File: config.mk
export PLATFORM = sky130hd
export DESIGN_NAME = dmem_arbiter
export DESIGN_NICKNAME = d
export VERILOG_FILES = /design/src/rtl/dmem_arb_pkg.sv /design/src/rtl/dmem_burst_gen.sv /design/src/rtl/dmem_arbiter.sv
export SDC_FILE = /design/constraint.sdc
export NUM_CORES = 1
export LEC_CHECK = 0
export ABC_CLOCK_PERIOD_IN_PS = 1850
export CORE_ASPECT_RATIO = 0.9
export CORE_MARGIN = 2
export CORE_UTILIZATION = 27
export DETAILED_ROUTE_END_ITERATION = 10
export PLACE_DENSITY = 0.83
export RECOVER_POWER = 50
export SYNTH_ARGS = -nofsm -noshare
export SYNTH_HDL_FRONTEND = slang
export SYNTH_SLANG_ARGS = --single-unit
File: constraint.sdc
create_clock -name clk_i -period 1.85 [get_ports clk_i]
set_input_delay 0.37 -clock clk_i [delete_from_list [all_inputs] [get_ports clk_i]]
set_output_delay 0.37 -clock clk_i [all_outputs]
set_load 0.02 [all_outputs]
File: src/rtl/dmem_arb_pkg.sv
// Shared types and default widths for the data-memory arbiter and its burst generator.
package dmem_arb_pkg;

  localparam int DEF_ADDR_W    = 11;
  localparam int DEF_DATA_W    = 32;
  localparam int DEF_BURST_LEN = 8;
  localparam int DEF_MAX_WAIT  = 4;

  typedef enum logic {
    IDLE  = 1'b0,
    BURST = 1'b1
  } state_e;

  typedef enum logic [1:0] {
    OWN_NONE = 2'd0,
    OWN_PIPE = 2'd1,
    OWN_DISP = 2'd2
  } owner_e;

endpackage

File: src/rtl/dmem_burst_gen.sv
// Display burst sequencer: accepts a burst in IDLE, then walks BURST_LEN consecutive
// word addresses (wrapping at the top of memory), advancing only on granted beats.
module dmem_burst_gen
  import dmem_arb_pkg::*;
#(
  parameter int ADDR_W    = DEF_ADDR_W,
  parameter int BURST_LEN = DEF_BURST_LEN
) (
  input  logic              clk_i,
  input  logic              reset_i,
  input  logic              start_i,
  input  logic [ADDR_W-1:0] base_i,
  input  logic              beat_grant_i,
  output state_e            state_o,
  output logic [ADDR_W-1:0] beat_addr_o,
  output logic              beat_last_o
);

  localparam int CNT_W = $clog2(BURST_LEN) + 1;
  localparam logic [CNT_W-1:0] LAST_BEAT = CNT_W'(BURST_LEN - 1);

  state_e            state_q, state_d;
  logic [ADDR_W-1:0] base_q;
  logic [CNT_W-1:0]  beat_cnt_q;

  // NOTE: sequential state uses non-blocking (<=) so every flop samples pre-edge values.
  always_ff @(posedge clk_i or posedge reset_i) begin
    if (reset_i) begin
      state_q <= IDLE;
    end else begin
      state_q <= state_d;
    end
  end

  always_comb begin
    state_d = state_q;
    case (state_q)
      IDLE:    if (start_i) state_d = BURST;
      BURST:   if (beat_grant_i && beat_last_o) state_d = IDLE;
      default: state_d = IDLE;
    endcase
  end

  always_ff @(posedge clk_i or posedge reset_i) begin
    if (reset_i) begin
      base_q     <= '0;
      beat_cnt_q <= '0;
    end else if (state_q == IDLE && start_i) begin
      base_q     <= base_i;
      beat_cnt_q <= '0;
    end else if (state_q == BURST && beat_grant_i) begin
      beat_cnt_q <= beat_cnt_q + CNT_W'(1);
    end
  end

  // Address arithmetic is ADDR_W wide, so 0x7FF + 1 wraps to 0x000 naturally.
  assign beat_addr_o = base_q + ADDR_W'(beat_cnt_q);
  assign beat_last_o = (beat_cnt_q == LAST_BEAT);
  assign state_o     = state_q;

endmodule

File: src/rtl/dmem_arbiter.sv
// Single-port data-memory arbiter: pipeline load/store has priority, display bursts
// are guaranteed a beat after MAX_WAIT consecutive denials; read data is routed back by owner tag.
module dmem_arbiter
  import dmem_arb_pkg::*;
#(
  parameter int ADDR_W    = DEF_ADDR_W,
  parameter int DATA_W    = DEF_DATA_W,
  parameter int BURST_LEN = DEF_BURST_LEN,
  parameter int MAX_WAIT  = DEF_MAX_WAIT
) (
  input  logic              clk_i,
  input  logic              reset_i,
  input  logic              pipe_req_i,
  input  logic              pipe_wr_i,
  input  logic [ADDR_W-1:0] pipe_addr_i,
  input  logic [DATA_W-1:0] pipe_wdata_i,
  output logic              stall_o,
  output logic              pipe_rvalid_o,
  output logic [DATA_W-1:0] pipe_rdata_o,
  input  logic              disp_req_i,
  input  logic [ADDR_W-1:0] disp_base_i,
  output logic              disp_busy_o,
  output logic              disp_rvalid_o,
  output logic [DATA_W-1:0] disp_rdata_o,
  output logic              disp_done_o,
  output logic              mem_en_o,
  output logic              mem_we_o,
  output logic [ADDR_W-1:0] mem_addr_o,
  output logic [DATA_W-1:0] mem_wdata_o,
  input  logic [DATA_W-1:0] mem_rdata_i
);

  localparam int WAIT_W = $clog2(MAX_WAIT) + 1;
  localparam logic [WAIT_W-1:0] WAIT_SAT = WAIT_W'(MAX_WAIT);

  state_e            burst_state;
  logic [ADDR_W-1:0] beat_addr;
  logic              beat_last;
  logic              in_burst;
  logic              force_disp;
  logic              pipe_grant;
  logic              disp_grant;
  logic [WAIT_W-1:0] wait_cnt_q;
  owner_e            owner_q, owner_d;
  logic              last_q;

  dmem_burst_gen #(
    .ADDR_W    (ADDR_W),
    .BURST_LEN (BURST_LEN)
  ) u_burst_gen (
    .clk_i        (clk_i),
    .reset_i      (reset_i),
    .start_i      (disp_req_i),
    .base_i       (disp_base_i),
    .beat_grant_i (disp_grant),
    .state_o      (burst_state),
    .beat_addr_o  (beat_addr),
    .beat_last_o  (beat_last)
  );

  assign in_burst = (burst_state == BURST);

  // NOTE: every signal driven here gets a value before any branch, so no latch is inferred.
  always_comb begin
    force_disp  = in_burst && (wait_cnt_q == WAIT_SAT);
    pipe_grant  = pipe_req_i && !force_disp;
    disp_grant  = in_burst && !pipe_grant;
    stall_o     = pipe_req_i && !pipe_grant;
    mem_en_o    = pipe_grant || disp_grant;
    mem_we_o    = 1'b0;
    mem_addr_o  = '0;
    mem_wdata_o = '0;
    owner_d     = OWN_NONE;
    if (pipe_grant) begin
      mem_we_o    = pipe_wr_i;
      mem_addr_o  = pipe_addr_i;
      mem_wdata_o = pipe_wdata_i;
      owner_d     = pipe_wr_i ? OWN_NONE : OWN_PIPE;
    end else if (disp_grant) begin
      mem_addr_o  = beat_addr;
      owner_d     = OWN_DISP;
    end
  end

  // Starvation counter: consecutive burst cycles in which the display beat lost to the pipeline.
  always_ff @(posedge clk_i or posedge reset_i) begin
    if (reset_i) begin
      wait_cnt_q <= '0;
    end else if (!in_burst || disp_grant) begin
      wait_cnt_q <= '0;
    end else if (wait_cnt_q != WAIT_SAT) begin
      wait_cnt_q <= wait_cnt_q + WAIT_W'(1);
    end
  end

  always_ff @(posedge clk_i or posedge reset_i) begin
    if (reset_i) begin
      owner_q <= OWN_NONE;
      last_q  <= 1'b0;
    end else begin
      owner_q <= owner_d;
      last_q  <= disp_grant && beat_last;
    end
  end

  // Read data is zeroed outside its valid cycle so idle outputs never show stale memory.
  assign pipe_rvalid_o = (owner_q == OWN_PIPE);
  assign pipe_rdata_o  = pipe_rvalid_o ? mem_rdata_i : '0;
  assign disp_rvalid_o = (owner_q == OWN_DISP);
  assign disp_rdata_o  = disp_rvalid_o ? mem_rdata_i : '0;
  assign disp_done_o   = disp_rvalid_o && last_q;

  // Busy covers the final beat's return cycle, so it drops the cycle after the last rvalid.
  assign disp_busy_o   = in_burst || disp_rvalid_o;

endmodule

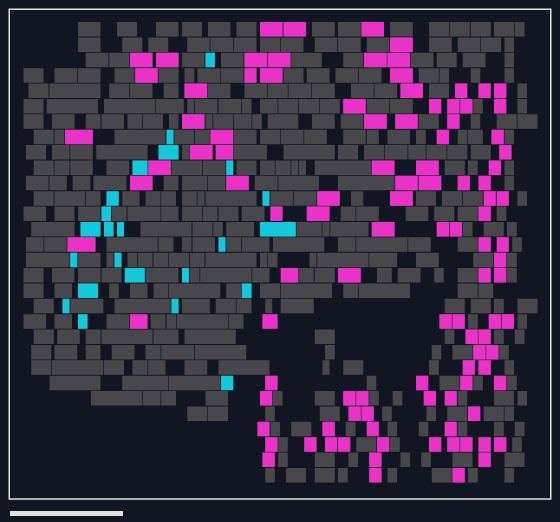
Fig. 1. Gate-type map.
Scale bar: 20 um.
family	color	cells	most used
nand cells	cyan	23	nand2_1
and/or cells	magenta	106	and2_1

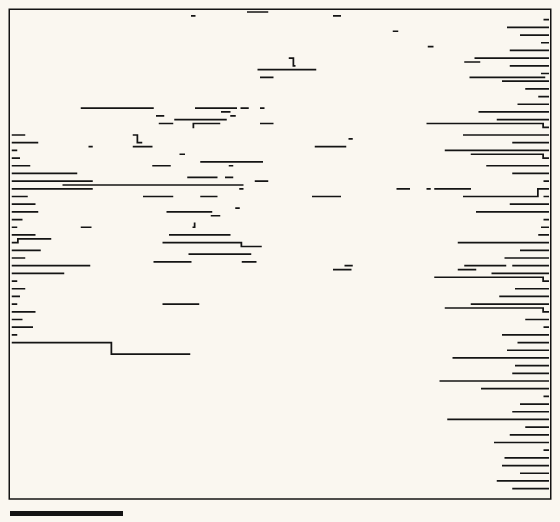
Fig. 2. Metal 3.
Scale bar: 20 um.
nets with wire on the layer	123
wire length on this layer	896 um
main direction	horizontal
share of all routed wire	7.9%
longest straight run	31.7 um

==> metrics.yaml <==
crit_buf_inv: 5
critPathSlowestCell: "dfrtp_1"
ys_sh_simple: 0.427
lay_top_count: "clkdlybuf4s50_1"
grt_use_total: 0.249
fp_util: 0.274
syn_inst: 243
viasPerCell: 4.97
failed_checks: "negative setup slack"
power_switching_uw: 2430
tightest_slew_ns: 0.599
largest_reg_flops: 11
overflow: 0
finalWorstSetupSlack_ns: -0.624
cp-start-kind: "flop"
clk-power_uw: 378
crit_end: "mem_addr_o[10]"
synth_nets: 342
finalSetupViolCount: 47
crit_family: "buffers and inverters"
ys_top_logic_family: "simple AND/OR/NAND/NOR gates"
ys_sh_xor: 0.0301
ant_nets: 0
maxCapViolCount: 0
slowest_delay_ns: 0.41
antenna_found_initial: 0
worstSkewPairLatency_ns: 0.28
grt_pass1_wl_mm: 15.8
wl_met3_um: 896
p_sw_frac: 0.439
critPathKind: "reg2out"
critPathCaptureType: "output pin"
path_cells: "inv_2 -> ha_4 -> nand3_4 -> buf_6 -> buf_6 -> and2_4 -> clkbuf_2 -> a221o_1 -> buf_6"
stdcell_count: 593
largestPowerGroup: "combinational logic"
ys_seq_frac: 0.270
post_cts_buffers: 21
final_nets: 597
finalWeightedCongestion: 0.835
hold_path_class: "reg2reg"
crit_top_cell: "buf_6"
synthTopCellsByArea: "dfrtp_1, and2_1, and3_1"
dpl_cell_area_um2: 4480
reg2reg_from: "wait_cnt_q[0]"
p_int_uw: 3100
cp.arrival_ns: 2.10
route.vias.total: 2949
status: "finished, violations left"
htreeDepth: 1
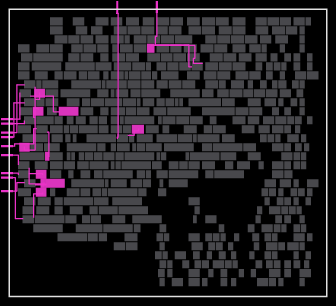
Fig. 3. Wires at chosen ports, followed through buffers.
port	color	bits	direction	end cells	buffers	wire
pipe_addr_i	magenta	11	input	11	11	266 um
Port Buffer Count: 204
IO Count: 205

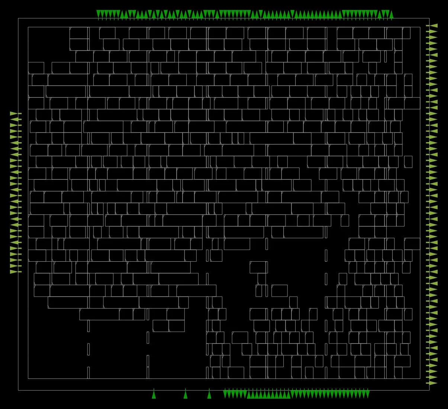
Fig. 4. Placement view.
Layout fillers: 553
Core ar.: 7430 um^2
tap cells: 96

